$ cat src/rtl/keypad_link_rx_pkg.sv
// Shared definitions for the keypad link receiver: FSM state encoding,
// frame field widths and the clear-key code.
package keypad_link_rx_pkg;

  localparam int DATA_W = 3;
  localparam int KEY_W  = 4;

  localparam logic [KEY_W-1:0] CLEAR_KEY = 4'hF;

  typedef enum logic [2:0] {
    IDLE = 3'd0,
    SET0 = 3'd1,
    LOW0 = 3'd2,
    GAP  = 3'd3,
    SET1 = 3'd4,
    LOW1 = 3'd5
  } rx_state_e;

  // Counter width needed to hold the larger of the two count limits.
  function automatic int cnt_width(input int settle, input int timeout);
    int max_v;
    max_v = (timeout > settle) ? timeout : settle;
    return $clog2(max_v + 1);
  endfunction

endpackage

$ cat src/rtl/keypad_link_rx_sync.sv
// Multi-bit, STAGES-deep flop synchroniser with asynchronous active-high
// reset. Intended for slowly changing, strobe-qualified buses only.
module link_sync #(
  parameter int WIDTH  = 4,
  parameter int STAGES = 2
) (
  input  logic             clk,
  input  logic             rst,
  input  logic [WIDTH-1:0] d_i,
  output logic [WIDTH-1:0] q_o
);

  logic [STAGES-1:0][WIDTH-1:0] sync_q;

  // Shift the input through the synchroniser chain.
  always_ff @(posedge clk or posedge rst) begin
    // NOTE: sequential state uses non-blocking assignments so every stage
    // samples the value its predecessor held before this edge.
    if (rst) begin
      sync_q <= '0;
    end else begin
      sync_q <= {sync_q[STAGES-2:0], d_i};
    end
  end

  assign q_o = sync_q[STAGES-1];

endmodule

$ cat src/rtl/keypad_link_rx.sv
// Receive side of the keypad 3-data + strobe link. Rebuilds a 4-bit key
// from two strobed frames and emits key_valid / frame_err pulses.
// Optional feature macro: KEYRX_HISTORY_EN (adds the digit history port).
module keypad_link_rx
  import keypad_link_rx_pkg::*;
#(
  parameter int SYNC_STAGES    = 2,
  parameter int SETTLE_CYCLES  = 4,
  parameter int TIMEOUT_CYCLES = 1200000,
  parameter int HIST_DEPTH     = 8
) (
  input  logic              hwclk,
  input  logic              reset,
  input  logic [DATA_W-1:0] rx_d,
  input  logic              rx_ctl,
  output logic [KEY_W-1:0]  key,
  output logic              key_valid,
  output logic              frame_err,
  output logic              busy
`ifdef KEYRX_HISTORY_EN
  ,
  output logic [HIST_DEPTH*KEY_W-1:0] history
`endif
);

  localparam int CNT_W = cnt_width(SETTLE_CYCLES, TIMEOUT_CYCLES);
  localparam logic [CNT_W-1:0] SETTLE_LAST  = CNT_W'(SETTLE_CYCLES - 1);
  localparam logic [CNT_W-1:0] TIMEOUT_LAST = CNT_W'(TIMEOUT_CYCLES - 1);
  localparam logic [CNT_W-1:0] CNT_ONE      = CNT_W'(1);

  logic [DATA_W-1:0] s_d;
  logic              s_ctl;

  link_sync #(
    .WIDTH  (DATA_W + 1),
    .STAGES (SYNC_STAGES)
  ) u_sync (
    .clk (hwclk),
    .rst (reset),
    .d_i ({rx_ctl, rx_d}),
    .q_o ({s_ctl, s_d})
  );

  rx_state_e         state_q, state_d;
  logic [CNT_W-1:0]  cnt_q, cnt_d, cnt_inc;
  logic [DATA_W-1:0] lo_q, lo_d;
  logic              hi_q, hi_d;
  logic              bad_q, bad_d;
  logic              ctl_prev_q;
  logic              ctl_rise;
  logic [KEY_W-1:0]  key_q, key_d;
  logic [KEY_W-1:0]  key_new;
  logic              key_valid_q, key_valid_d;
  logic              frame_err_q, frame_err_d;
`ifdef KEYRX_HISTORY_EN
  logic [HIST_DEPTH*KEY_W-1:0] hist_q, hist_d;
`endif

  assign ctl_rise = s_ctl & ~ctl_prev_q;
  // Saturating increment: a stuck link can never wrap the counter.
  assign cnt_inc  = (cnt_q == '1) ? cnt_q : cnt_q + CNT_ONE;
  assign key_new  = {hi_q, lo_q};

  // Next-state and output decode for the frame reassembly FSM.
  always_comb begin
    // NOTE: every signal gets a default first so no path infers a latch.
    state_d     = state_q;
    cnt_d       = cnt_q;
    lo_d        = lo_q;
    hi_d        = hi_q;
    bad_d       = bad_q;
    key_d       = key_q;
    key_valid_d = 1'b0;
    frame_err_d = 1'b0;
`ifdef KEYRX_HISTORY_EN
    hist_d      = hist_q;
`endif
    case (state_q)
      IDLE: begin
        if (ctl_rise) begin
          state_d = SET0;
          cnt_d   = '0;
        end
      end
      SET0: begin
        if (!s_ctl) begin
          frame_err_d = 1'b1;          // runt strobe
          state_d     = IDLE;
        end else if (cnt_q == SETTLE_LAST) begin
          lo_d    = s_d;
          state_d = LOW0;
        end else begin
          cnt_d = cnt_inc;
        end
      end
      LOW0: begin
        if (!s_ctl) begin
          state_d = GAP;
          cnt_d   = '0;
        end
      end
      GAP: begin
        if (ctl_rise) begin
          state_d = SET1;
          cnt_d   = '0;
        end else if (cnt_q == TIMEOUT_LAST) begin
          frame_err_d = 1'b1;
          state_d     = IDLE;
        end else begin
          cnt_d = cnt_inc;
        end
      end
      SET1: begin
        if (!s_ctl) begin
          frame_err_d = 1'b1;
          state_d     = IDLE;
        end else if (cnt_q == SETTLE_LAST) begin
          hi_d    = s_d[0];
          bad_d   = |s_d[DATA_W-1:1];
          // Upper bits of frame 1 must be zero; flag now, drain the strobe.
          frame_err_d = |s_d[DATA_W-1:1];
          state_d = LOW1;
        end else begin
          cnt_d = cnt_inc;
        end
      end
      LOW1: begin
        if (!s_ctl) begin
          state_d = IDLE;
          if (!bad_q) begin
            key_d       = key_new;
            key_valid_d = 1'b1;
`ifdef KEYRX_HISTORY_EN
            if (key_new == CLEAR_KEY) begin
              hist_d = '0;
            end else begin
              hist_d = {hist_q[HIST_DEPTH*KEY_W-KEY_W-1:0], key_new};
            end
`endif
          end
        end
      end
      default: state_d = IDLE;
    endcase
  end

  // State, datapath and registered output pulses.
  always_ff @(posedge hwclk or posedge reset) begin
    if (reset) begin
      state_q     <= IDLE;
      cnt_q       <= '0;
      lo_q        <= '0;
      hi_q        <= 1'b0;
      bad_q       <= 1'b0;
      ctl_prev_q  <= 1'b0;
      key_q       <= '0;
      key_valid_q <= 1'b0;
      frame_err_q <= 1'b0;
    end else begin
      state_q     <= state_d;
      cnt_q       <= cnt_d;
      lo_q        <= lo_d;
      hi_q        <= hi_d;
      bad_q       <= bad_d;
      ctl_prev_q  <= s_ctl;
      key_q       <= key_d;
      key_valid_q <= key_valid_d;
      frame_err_q <= frame_err_d;
    end
  end

`ifdef KEYRX_HISTORY_EN
  // Digit history shift register, newest digit in the low nibble.
  always_ff @(posedge hwclk or posedge reset) begin
    if (reset) begin
      hist_q <= '0;
    end else begin
      hist_q <= hist_d;
    end
  end

  assign history = hist_q;
`endif

  assign key       = key_q;
  assign key_valid = key_valid_q;
  assign frame_err = frame_err_q;
  assign busy      = (state_q != IDLE);

endmodule

$ cat config.mk
export PLATFORM = sky130hd
export DESIGN_NAME = keypad_link_rx
export DESIGN_NICKNAME = d
export VERILOG_FILES = /design/src/rtl/keypad_link_rx_pkg.sv /design/src/rtl/keypad_link_rx_sync.sv /design/src/rtl/keypad_link_rx.sv
export SDC_FILE = /design/constraint.sdc
export NUM_CORES = 1
export LEC_CHECK = 0
export CORE_UTILIZATION = 40
export CTS_CLUSTER_SIZE = 12
export DETAILED_ROUTE_END_ITERATION = 6
export PLACE_DENSITY = 0.57
export SLEW_MARGIN = 20
export SYNTH_ARGS = -nofsm -noshare
export SYNTH_HDL_FRONTEND = slang
export SYNTH_HIERARCHICAL = 1
export SYNTH_SLANG_ARGS = --single-unit
$ cat constraint.sdc
create_clock -name hwclk -period 2.4 [get_ports hwclk]
set_input_delay 0.48 -clock hwclk [delete_from_list [all_inputs] [get_ports hwclk]]
set_output_delay 0.48 -clock hwclk [all_outputs]
set_load 0.02 [all_outputs]
Close-up of the layout:
Region (7, 45) to (32, 70) um. Cells in grey, sequential cells in the stronger grey; small squares are vias.
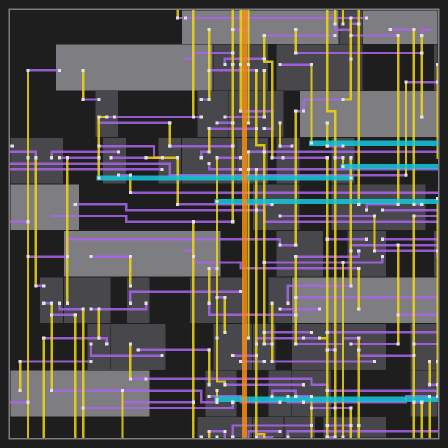
| layer | colour |
|---|---|
| M3 | cyan |
| M1 | purple |
| M2 | yellow |
| M4 | orange |
netlist names of flops here include: cnt_q (6)
most frequent: nor2_1 (8), dfrtp_1 (6), xnor2_1 (4)
cells with their middle in the window: 39
sequential cells in the window: 6

Drive-strength map:
(4 px per um)
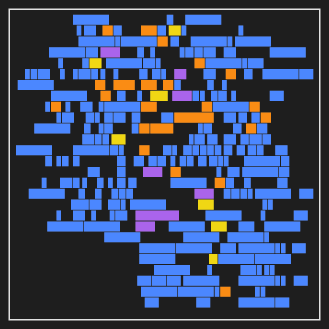
| size | colour | cells |
|---|---|---|
| x6 and larger | purple | 7 |
| x2 | yellow | 7 |
| x3 and x4 | orange | 23 |
| x1 and smaller | blue | 219 |

The metal 1 layer:
(6 px per um)
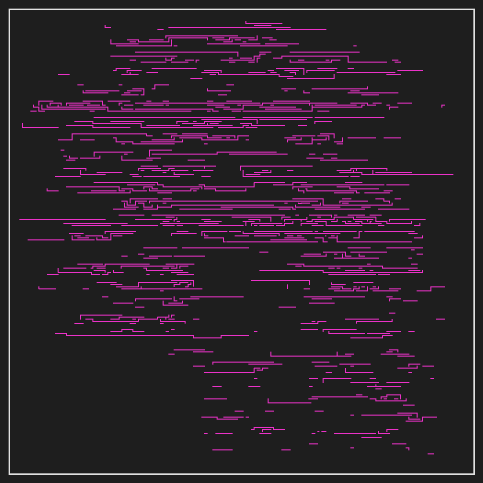
share of all routed wire: 51%
main direction: horizontal
via count: 1706
Routed WL: 4.69 mm
met1 usage in global routing: 0.267

Cells coloured by class:
(4 px per um)
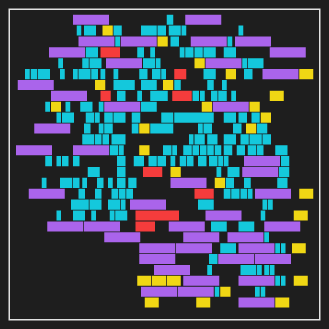
| class | colour | cells |
|---|---|---|
| remaining buffers and delay cells | yellow | 28 |
| clock drivers and dummy loads | red | 8 |
| remaining logic cells | cyan | 176 |
| registers | purple | 44 |

Routing congestion map:
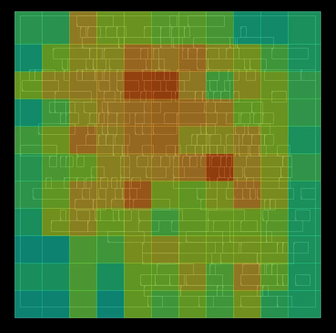
fin util: 0.481
WL per Instance: 14.3 um
layer with the highest usage: met1

==> run summary <==
run results: hold endpoint=u_sync/q_o[2]$_DFF_PP0_, Top FF cell, synth=dfrtp_1, M2 GR Usage=0.259, Num CTS Buffers=5, Sw Share=0.315, Tcrit/Tclk final=0.972, average size of a mapped cell=9.71 sq um, Worst Setup Start Kind=flop, FF-to-FF Start=cnt_q[0]$_DFFE_PP0P_, Comb/total area=0.400, Vias per Instance=5.20, Worst R2R Setup Slack=roughly 0.20 ns, global-route track usage on met3=0.0298, worst reg-to-reg path cell count=7, layout cells sized above 1=0.145, Setup Viol. Count Final=0, kind of end point of the critical path=output pin, P_leak=1.16 nW, Iter 0 DRT Violations=between 80 and 90, Cells after Synth=233, Cell Int Power=1.32 mW, Comb group=0.482 mW, Seq cells=44, Routed Antenna Nets=0, maximum vdd ir drop=265 uV, final hold vios=0, R2R Path End=cnt_q[14]$_DFFE_PP0P_, Top pwr grp=sequential cells, crit path kind=reg -> out, clock power share=0.300, syn_nets=240, Cell Type Count=46, wire length on met1=2.39 mm, row count=27, CTS Hold Bufs=0, max-cap check violation count=0, Die Ht=77.2 um, Req. time, crit path=1.92 ns, asr flop ratio synth=1.00, vias in the first global route=between 1500 and 2000, comb. cell area=1050 sq um, Insertion Delay late pin=0.30 ns, Non-clk invs=9, status=finished clean, most frequent logic cell in the layout=dfrtp_1, DRC errors left=0, clkbuf count=5, fin nets=262
## metrics by stage
stage | utilization | worst slack, ns | power [mW] | cells | cell area, sq um
floorplan | - | 0.280 | 1.18 | 233 | 2260
global placement | 0.460 | 0.263 | 1.35 | 320 | 2520
detailed placement | 0.460 | 0.215 | 1.36 | 320 | 2520
CTS | 0.481 | 0.0533 | 1.94 | 328 | 2640
global route | 0.481 | 0.000704 | 2.05 | 328 | 2640
finish | 0.481 | 0.0668 | 1.93 | 328 | 2640
## flip-flops by register name (all words and copies together), names as in the netlist
name,count
lo_q,3
ctl_prev_q,1
key,4
frame_err,1
u_sync/sync_q,4
bad_q,1
hi_q,1
key_valid,1
cnt_q,21
u_sync/q_o,4
state_q,3
## cells by family after synthesis
family | Yosys count | share of synthesized area
AND/OR/NAND/NOR | 118 | 0.284
flip-flops | 44 | 0.486
AND-OR/OR-AND | 27 | 0.0857
buffers and inverters | 22 | 0.0475
XOR/XNOR | 14 | 0.0542
multiplexers | 7 | 0.0365
adder cells (fa/ha/maj) | 1 | 0.00553
## Yosys cell counts (3+ instances only)
cell	instances	area, sq um
nor3_1	13	65.1
clkbuf_1	5	18.8
nand4_1	9	56.3
and3_1	3	18.8
nand4b_1	3	26.3
buf_4	6	45.0
a21oi_1	8	40.0
inv_1	9	33.8
nand3_1	7	35.0
nor2b_1	4	25.0
dfrtp_1	44	1100
nand2_1	26	97.6
nor4_1	8	50.1
xnor2_1	13	114
nor2_1	23	86.3
nand2b_1	7	43.8
mux2_1	4	45.0
o21ai_0	5	25.0
## critical path, cell delays in order, from the launching register on
cell	delay, ns
dfrtp_1	0.45
buf_4	0.19
or3_1	0.36
clkdlybuf4s50_1	0.54
No activity file was given, so power comes from the tool's default toggle rates.
